$ cat config.mk
export PLATFORM = sky130hd
export DESIGN_NAME = loop_ctrl
export DESIGN_NICKNAME = d
export VERILOG_FILES = /design/src/rtl/loop_ctrl_pkg.sv /design/src/rtl/loop_skip_counter.sv /design/src/rtl/loop_ctrl.sv
export SDC_FILE = /design/constraint.sdc
export NUM_CORES = 1
export LEC_CHECK = 0
export CORE_AREA = 2 2 71 73
export DETAILED_ROUTE_END_ITERATION = 10
export DIE_AREA = 0 0 73 75
export PLACE_DENSITY = 0.86
export SLEW_MARGIN = 0
export SYNTH_ARGS = -nofsm -noshare
export SYNTH_HDL_FRONTEND = slang
export SYNTH_SLANG_ARGS = --single-unit
$ cat constraint.sdc
create_clock -name clk -period 5.95 [get_ports clk]
set_clock_uncertainty 0.2 [all_clocks]
set_input_delay 1.19 -clock clk [delete_from_list [all_inputs] [get_ports clk]]
set_output_delay 1.19 -clock clk [all_outputs]
set_load 0.02 [all_outputs]
$ cat src/rtl/loop_ctrl_pkg.sv
// loop_ctrl_pkg: opcodes, error codes and state encoding shared by the loop sequencer.
`default_nettype none
package loop_ctrl_pkg;
  localparam logic [7:0] OP_LOOP_OPEN  = 8'h5B;
  localparam logic [7:0] OP_LOOP_CLOSE = 8'h5D;

  localparam logic [1:0] ERR_NONE      = 2'd0;
  localparam logic [1:0] ERR_UNMATCHED = 2'd1;
  localparam logic [1:0] ERR_OVERFLOW  = 2'd2;
  localparam logic [1:0] ERR_UNCLOSED  = 2'd3;

  typedef enum logic [1:0] {
    LC_RUN  = 2'd0,
    LC_SKIP = 2'd1,
    LC_DONE = 2'd2,
    LC_HALT = 2'd3
  } lc_state_t;
endpackage
`default_nettype wire

$ cat src/rtl/loop_skip_counter.sv
// loop_skip_counter: nesting depth counter used while scanning over a skipped loop body.
`default_nettype none
module loop_skip_counter #(
  parameter int NEST_WIDTH = 8
) (
  input  logic clk,
  input  logic rst,
  input  logic i_load_one,
  input  logic i_inc,
  input  logic i_dec,
  output logic o_is_one,
  output logic o_is_max
);
  localparam logic [NEST_WIDTH-1:0] c_ONE = {{(NEST_WIDTH-1){1'b0}}, 1'b1};

  logic [NEST_WIDTH-1:0] r_count;

  always_ff @(posedge clk) begin
    if (rst) begin
      r_count <= '0;
    end else if (i_load_one) begin
      r_count <= c_ONE;
    end else if (i_inc && !o_is_max) begin
      r_count <= r_count + c_ONE;
    end else if (i_dec) begin
      r_count <= r_count - c_ONE;
    end
  end

  assign o_is_one = (r_count == c_ONE);
  assign o_is_max = &r_count;
endmodule
`default_nettype wire

$ cat src/rtl/loop_ctrl.sv
// loop_ctrl: '[' / ']' sequencer driving the external loop stack, with forward skip scan.
// Optional macro LOOP_HWM_EN enables the stack depth high-water-mark register.
`default_nettype none
module loop_ctrl
  import loop_ctrl_pkg::*;
#(
  parameter int PC_WIDTH    = 16,
  parameter int DEPTH_WIDTH = 5,
  parameter int NEST_WIDTH  = 8
) (
  input  logic                   clk,
  input  logic                   rst,
  input  logic                   insn_valid,
  input  logic [7:0]             insn,
  input  logic [PC_WIDTH-1:0]    pc,
  input  logic                   cell_zero,
  input  logic                   prog_end,
  output logic                   insn_ack,
  output logic                   skipping,
  output logic                   branch_en,
  output logic [PC_WIDTH-1:0]    branch_pc,
  output logic [PC_WIDTH-1:0]    stk_pushd,
  output logic                   stk_push_en,
  output logic                   stk_pop_en,
  input  logic [PC_WIDTH-1:0]    stk_top,
  output logic                   done,
  output logic                   error,
  output logic [1:0]             err_code,
  output logic [DEPTH_WIDTH:0]   hwm
);
  localparam logic [DEPTH_WIDTH:0] c_MAXD = {1'b1, {DEPTH_WIDTH{1'b0}}};
  localparam logic [DEPTH_WIDTH:0] c_ONE  = {{DEPTH_WIDTH{1'b0}}, 1'b1};

  lc_state_t              r_state;
  logic [DEPTH_WIDTH:0]   r_depth;
  logic                   r_done;
  logic                   r_error;
  logic [1:0]             r_err_code;

  lc_state_t              w_next;
  logic                   w_ack, w_skip, w_push, w_pop, w_branch;
  logic                   w_set_done, w_set_err;
  logic [1:0]             w_err;
  logic                   w_nest_load, w_nest_inc, w_nest_dec;
  logic                   w_nest_is_one, w_nest_is_max;
  logic [DEPTH_WIDTH:0]   w_depth_inc;

  loop_skip_counter #(.NEST_WIDTH(NEST_WIDTH)) u_skip_cnt (
    .clk        (clk),
    .rst        (rst),
    .i_load_one (w_nest_load),
    .i_inc      (w_nest_inc),
    .i_dec      (w_nest_dec),
    .o_is_one   (w_nest_is_one),
    .o_is_max   (w_nest_is_max)
  );

  assign w_depth_inc = r_depth + c_ONE;

  // Everything here is forced low while rst is high so the stack sees no stray ops.
  always_comb begin
    w_next      = r_state;
    w_ack       = 1'b0;
    w_skip      = 1'b0;
    w_push      = 1'b0;
    w_pop       = 1'b0;
    w_branch    = 1'b0;
    w_set_done  = 1'b0;
    w_set_err   = 1'b0;
    w_err       = ERR_NONE;
    w_nest_load = 1'b0;
    w_nest_inc  = 1'b0;
    w_nest_dec  = 1'b0;
    if (!rst) begin
      case (r_state)
        LC_RUN: begin
          if (prog_end) begin
            if (r_depth == '0) begin
              w_next     = LC_DONE;
              w_set_done = 1'b1;
            end else begin
              w_next    = LC_HALT;
              w_set_err = 1'b1;
              w_err     = ERR_UNCLOSED;
            end
          end else if (insn_valid) begin
            if (insn == OP_LOOP_OPEN) begin
              if (cell_zero) begin
                w_ack       = 1'b1;
                w_skip      = 1'b1;
                w_nest_load = 1'b1;
                w_next      = LC_SKIP;
              end else if (r_depth == c_MAXD) begin
                w_next    = LC_HALT;
                w_set_err = 1'b1;
                w_err     = ERR_OVERFLOW;
              end else begin
                w_ack  = 1'b1;
                w_push = 1'b1;
              end
            end else if (insn == OP_LOOP_CLOSE) begin
              if (r_depth == '0) begin
                w_next    = LC_HALT;
                w_set_err = 1'b1;
                w_err     = ERR_UNMATCHED;
              end else if (cell_zero) begin
                w_ack = 1'b1;
                w_pop = 1'b1;
              end else begin
                w_ack    = 1'b1;
                w_branch = 1'b1;
              end
            end else begin
              w_ack = 1'b1;
            end
          end
        end
        LC_SKIP: begin
          if (prog_end) begin
            w_next    = LC_HALT;
            w_set_err = 1'b1;
            w_err     = ERR_UNCLOSED;
          end else if (insn_valid) begin
            w_ack  = 1'b1;
            w_skip = 1'b1;
            if (insn == OP_LOOP_OPEN) begin
              if (w_nest_is_max) begin
                w_next    = LC_HALT;
                w_set_err = 1'b1;
                w_err     = ERR_UNCLOSED;
              end else begin
                w_nest_inc = 1'b1;
              end
            end else if (insn == OP_LOOP_CLOSE) begin
              w_nest_dec = 1'b1;
              if (w_nest_is_one) begin
                w_next = LC_RUN;
              end
            end
          end
        end
        default: begin
        end
      endcase
    end
  end

  always_ff @(posedge clk) begin
    if (rst) begin
      r_state    <= LC_RUN;
      r_depth    <= '0;
      r_done     <= 1'b0;
      r_error    <= 1'b0;
      r_err_code <= ERR_NONE;
    end else begin
      r_state <= w_next;
      if (w_push) begin
        r_depth <= w_depth_inc;
      end else if (w_pop) begin
        r_depth <= r_depth - c_ONE;
      end
      if (w_set_done) begin
        r_done <= 1'b1;
      end
      if (w_set_err) begin
        r_error    <= 1'b1;
        r_err_code <= w_err;
      end
    end
  end

`ifdef LOOP_HWM_EN
  logic [DEPTH_WIDTH:0] r_hwm;

  always_ff @(posedge clk) begin
    if (rst) begin
      r_hwm <= '0;
    end else if (w_push && (w_depth_inc > r_hwm)) begin
      r_hwm <= w_depth_inc;
    end
  end

  assign hwm = r_hwm;
`else
  assign hwm = '0;
`endif

  assign insn_ack    = w_ack;
  assign skipping    = w_skip;
  assign branch_en   = w_branch;
  assign stk_push_en = w_push;
  assign stk_pop_en  = w_pop;
  assign branch_pc   = rst ? '0 : stk_top + {{(PC_WIDTH-1){1'b0}}, 1'b1};
  assign stk_pushd   = rst ? '0 : pc;
  assign done        = r_done;
  assign error       = r_error;
  assign err_code    = r_err_code;
endmodule
`default_nettype wire

Fig. 1: congestion heat map
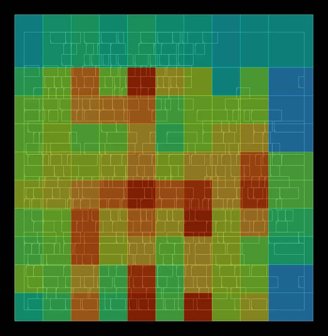
busiest grt layer: met2
routing usage on met3: 4.016%
GRT Resource Usage Total: 21.40%

Fig. 2: clock distribution
The bar under the picture is 20 um long.
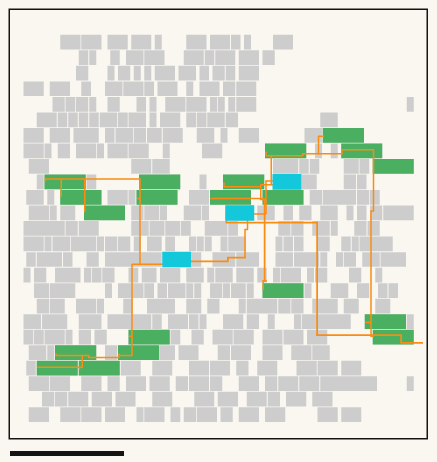
flip-flops -> green  # count 20
clock wires -> orange  # length 289 um
clock drivers -> cyan  # count 3
routed clock nets = 4

Fig. 3: metal layers overlaid
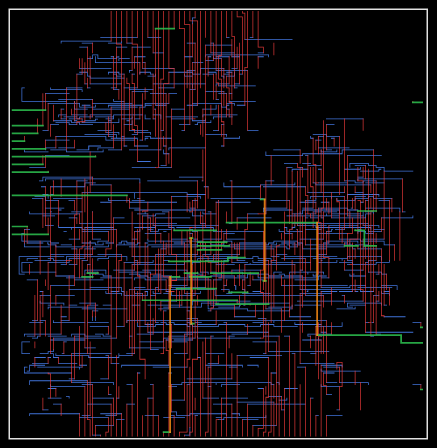
metal 4 -> orange  # wire length 76.2 um
metal 2 -> red  # wire length 2910 um
metal 1 -> blue  # wire length 2640 um
metal 3 -> green  # wire length 225 um

==> impl_metrics.ini <==
; physical design summary
[power_and_ir_drop]
power.group.top = sequential cells
comb_power_mw = 0.133

[grt]
grt_pass1_wl_um = 9535
grt_max_degree = 55
antenna_found_initial = 0
grtUsageMet1_pct = 27.96

[finish]
regMostFlops = u_skip_cnt.r_count
final-nonclk-buf-share_pct = 28.31
largestRegisters = u_skip_cnt.r_count: 8 flops, r_depth: 6 flops
seq_cells = 20
drive_gt1_share_pct = 4.871
n_all_inverters = 13

[critical_path]
timing.rr.start = r_state[0]
worst-path-buf-inv = 2
path_class = input port to output port
crit_top_cell = clkdlybuf4s50_1
worstPathCellList = clkdlybuf4s50_1 -> nand4_1 -> or4_1 -> or3_1 -> a21oi_1 -> clkdlybuf4s50_1

[final_timing]
worst_pin_slew_ns = 0.9668
fmax_ghz = 0.1927

[die]
initCoreUtil_pct = 46.31
tap-cell-count = 54
io-pin-count = 92

[worst_hold_path]
hold_path.class = flip-flop to flip-flop
worstHoldEndpoint = err_code[1]

[placement]
dp_slack_ns = 0.7889
placed_area_um2 = 2947

[outcome]
status = finished clean

[synth]
top_area_cell = dfxtp_1
muxShareOfSynthArea_pct = 1.913
netlist_area_um2 = 2158
ys_sh_aoi_pct = 18.49
synth-edff-count = 0
async_flop_share_pct = 0

[detailed_routing]
drc = 0
wl_met2_um = 2904
highest_layer = met4

[clock_network]
cts_setup_buffers = 0
numCtsBuffers = 3
